**config.mk**
```make
export PLATFORM = sky130hd
export DESIGN_NAME = snoop_bus_ctrl
export DESIGN_NICKNAME = d
export VERILOG_FILES = /design/src/rtl/snoop_bus_ctrl.sv
export SDC_FILE = /design/constraint.sdc
export NUM_CORES = 1
export LEC_CHECK = 0
export ABC_CLOCK_PERIOD_IN_PS = 8200
export CAP_MARGIN = 10
export CORE_MARGIN = 2
export CORE_UTILIZATION = 45
export DETAILED_ROUTE_END_ITERATION = 6
export PLACE_DENSITY = 0.67
export SYNTH_ARGS = -nofsm -noshare
export SYNTH_HDL_FRONTEND = slang
export SYNTH_SLANG_ARGS = --single-unit
```
**constraint.sdc**
```tcl
create_clock -name clock -period 8.2 [get_ports clock]
set_clock_uncertainty 0.15 [all_clocks]
set_input_delay 0.82 -clock clock [delete_from_list [all_inputs] [get_ports clock]]
set_output_delay 0.82 -clock clock [all_outputs]
set_load 0.03 [all_outputs]
```
**src/rtl/snoop_bus_ctrl.sv**
```systemverilog
// snoop_bus_ctrl: round-robin snooping bus controller with backing memory.
// Ports: clock/clear, per-CPU req_*, grant, bus_* broadcast, snp_* replies, resp_* completion.
module snoop_bus_ctrl #(
  parameter int NCPU      = 3,
  parameter int TAG_W     = 3,
  parameter int DATA_W    = 3,
  parameter int SNOOP_LAT = 2
) (
  input  logic                     clock,
  input  logic                     clear,
  input  logic [NCPU-1:0]          req_valid,
  input  logic [2*NCPU-1:0]        req_op,
  input  logic [NCPU*TAG_W-1:0]    req_tag,
  output logic [NCPU-1:0]          grant,
  output logic                     bus_valid,
  output logic [1:0]               bus_op,
  output logic [TAG_W-1:0]         bus_tag,
  output logic [$clog2(NCPU)-1:0]  bus_src,
  input  logic [NCPU-1:0]          snp_shared,
  input  logic [NCPU-1:0]          snp_flush,
  input  logic [NCPU*DATA_W-1:0]   snp_data,
  output logic [NCPU-1:0]          resp_done,
  output logic [DATA_W-1:0]        resp_data,
  output logic                     resp_shared
);

  localparam int SW    = $clog2(NCPU);
  localparam int CW    = $clog2(SNOOP_LAT + 1);
  localparam int DEPTH = 2 ** TAG_W;

  localparam logic [2:0] IDLE  = 3'd0;
  localparam logic [2:0] BCAST = 3'd1;
  localparam logic [2:0] SNOOP = 3'd2;
  localparam logic [2:0] WB    = 3'd3;
  localparam logic [2:0] MEM   = 3'd4;
  localparam logic [2:0] RESP  = 3'd5;

  logic [2:0]        state;
  logic [CW-1:0]     cnt;
  logic [SW-1:0]     src_q;
  logic [1:0]        op_q;
  logic [TAG_W-1:0]  tag_q;
  logic [SW-1:0]     rr_ptr;
  logic              shr_q;
  logic [DATA_W-1:0] wb_data;
  logic [DATA_W-1:0] rdata;
  logic [DATA_W-1:0] mem [DEPTH];

  logic              found;
  logic [SW-1:0]     pick;
  logic [1:0]        pick_op;
  logic [TAG_W-1:0]  pick_tag;
  int                k;

  always_comb begin
    found    = 1'b0;
    pick     = '0;
    pick_op  = '0;
    pick_tag = '0;
    k        = 0;
    for (int i = 0; i < NCPU; i++) begin
      k = (int'(rr_ptr) + i) % NCPU;
      if (!found && req_valid[k]) begin
        found    = 1'b1;
        pick     = SW'(k);
        pick_op  = req_op[2*k +: 2];
        pick_tag = req_tag[TAG_W*k +: TAG_W];
      end
    end
  end

  // grant is one-hot on the requester, so it doubles as the self-snoop mask
  logic [NCPU-1:0]   shr_m;
  logic [NCPU-1:0]   fl_m;
  logic [DATA_W-1:0] fl_data;

  assign shr_m = snp_shared & ~grant;
  assign fl_m  = snp_flush & ~grant;

  // descending scan leaves the lowest-index flusher's data
  always_comb begin
    fl_data = '0;
    for (int i = NCPU - 1; i >= 0; i--) begin
      if (fl_m[i]) fl_data = snp_data[DATA_W*i +: DATA_W];
    end
  end

  assign bus_valid = (state == BCAST);
  assign bus_op    = bus_valid ? op_q  : '0;
  assign bus_tag   = bus_valid ? tag_q : '0;
  assign bus_src   = bus_valid ? src_q : '0;

  always_ff @(posedge clock or negedge clear) begin
    if (!clear) begin
      state       <= IDLE;
      cnt         <= '0;
      src_q       <= '0;
      op_q        <= '0;
      tag_q       <= '0;
      grant       <= '0;
      rr_ptr      <= '0;
      shr_q       <= 1'b0;
      wb_data     <= '0;
      rdata       <= '0;
      resp_done   <= '0;
      resp_data   <= '0;
      resp_shared <= 1'b0;
    end else begin
      resp_done <= '0;
      case (state)
        IDLE: begin
          if (found) begin
            src_q <= pick;
            op_q  <= pick_op;
            tag_q <= pick_tag;
            grant <= NCPU'(1) << pick;
            state <= BCAST;
          end
        end
        BCAST: begin
          cnt   <= '0;
          state <= SNOOP;
        end
        SNOOP: begin
          if (cnt == CW'(SNOOP_LAT - 1)) begin
            shr_q <= |(shr_m | fl_m);
            if (|fl_m) begin
              wb_data <= fl_data;
              state   <= WB;
            end else if (op_q[1] ^ op_q[0]) begin
              state <= MEM;
            end else begin
              rdata <= '0;
              state <= RESP;
            end
          end else begin
            cnt <= cnt + 1'b1;
          end
        end
        WB: begin
          rdata <= wb_data;
          state <= RESP;
        end
        MEM: begin
          rdata <= mem[tag_q];
          state <= RESP;
        end
        RESP: begin
          // completion is registered, so the done pulse lands in the next IDLE cycle
          resp_done   <= grant;
          resp_data   <= rdata;
          resp_shared <= shr_q;
          grant       <= '0;
          rr_ptr      <= (src_q == SW'(NCPU - 1)) ? '0 : src_q + 1'b1;
          state       <= IDLE;
        end
        default: state <= IDLE;
      endcase
    end
  end

  always_ff @(posedge clock or negedge clear) begin
    if (!clear) begin
      for (int i = 0; i < DEPTH; i++) mem[i] <= DATA_W'(i);
    end else if (state == WB) begin
      mem[tag_q] <= wb_data;
    end
  end

endmodule

```
Figure 1. Gate-type map.
The bar under the picture is 20 um long.
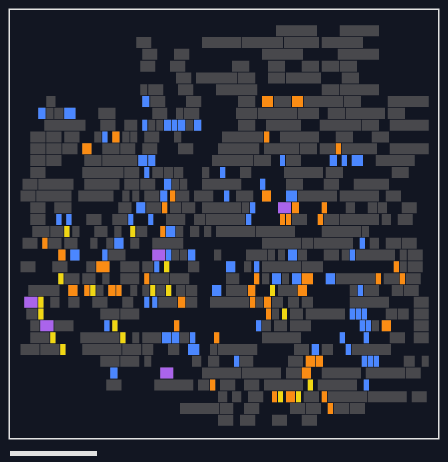
xor and xnor cells -> purple  # cells 5, most used xnor2_1
inv cells -> yellow  # cells 18, most used inv_1
nand cells -> blue  # cells 69, most used nand2_1
nor cells -> orange  # cells 45, most used nor2_1
logic share of the area: 0.522
most numerous logic cell after layout: clkdlybuf4s50_1
non-filler cells, final: 559

==> impl_metrics.tcl <==
# metrics dict for downstream scripts
set metrics [dict create \
    crit_arrival_ps 4080 \
    cts_setup_buffers 0 \
    ys_types 59 \
    crit_type "reg2reg" \
    power.largest_group "combinational logic" \
    die-height_um 98.6 \
    ys_sh_mux 0.216 \
    hp-class "reg2reg" \
    drt_first_iter_violations 183 \
    lay_top_cells "clkdlybuf4s50_1 (51), dfrtp_1 (43), nand2_1 (40), mux2_2 (30)" \
    simple_gate_share 0.169 \
    hold_buffers 0 \
    adder_share 0.0627 \
    postPlaceCellArea_mm2 0.00457 \
    cts_resized 0 \
    clock-sinks 55 \
    nets 504 \
    flop_cell "dfrtp_1" \
    ys_ff 55 \
    crit_path_max_incr_delay_ps 650 \
    status "finished clean" \
    p_clk_frac 0.094 \
    period_needed_ps 4040 \
    routedWlPerCell_um 16.3 \
    synth.most_common_cell "dfrtp_1" \
    worstMarginPinSlew_ps 837 \
]
Figure 2. Cells by drive strength.
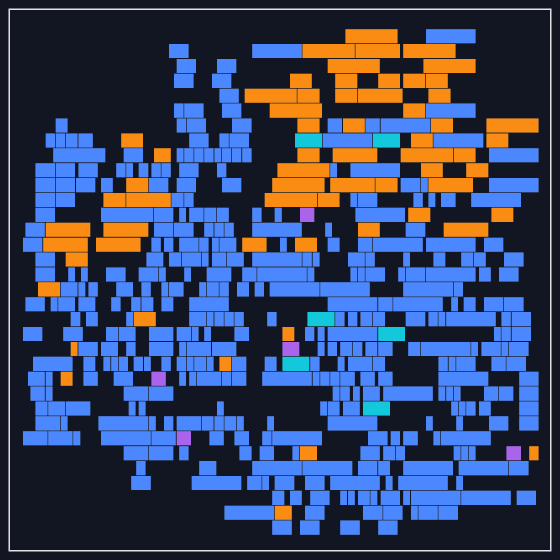
_6 and larger -> cyan  # cells 6
_0 and _1 cells -> blue  # cells 378
_3 and _4 cells -> purple  # cells 5
_2 cells -> orange  # cells 62
Non-Filler Cell Area, Final: 0.00467 mm^2
Final WS setup: 4160 ps

==> sequential cells by signal (all words and copies together) (netlist names), 3 cells and up <==
name,count
resp_done,3
mem,24
rdata,3
tag_q,3
grant,3
resp_data,3
state,3
wb_data,3
==> layer usage <==
layer / wire length, um / up-vias / global-route usage
met1: 4260 / 1596 / 0.266
met5: 0 / - / 0
met4: 134 / 0 / 0.0506
li1: - / 1583 / -
met2: 4420 / 69 / 0.328
met3: 311 / 8 / 0.0213
==> area by class of cell <==
cell class	instances	area, um^2	area share
clock buffers	6	82.6	0.0177
clock inverters	2	16.3	0.00348
inverters	18	67.6	0.0145
multi-input cells	315	2440	0.522
flip-flops and latches	55	1390	0.298
well taps	108	135	0.0289
repair buffers	55	538	0.115
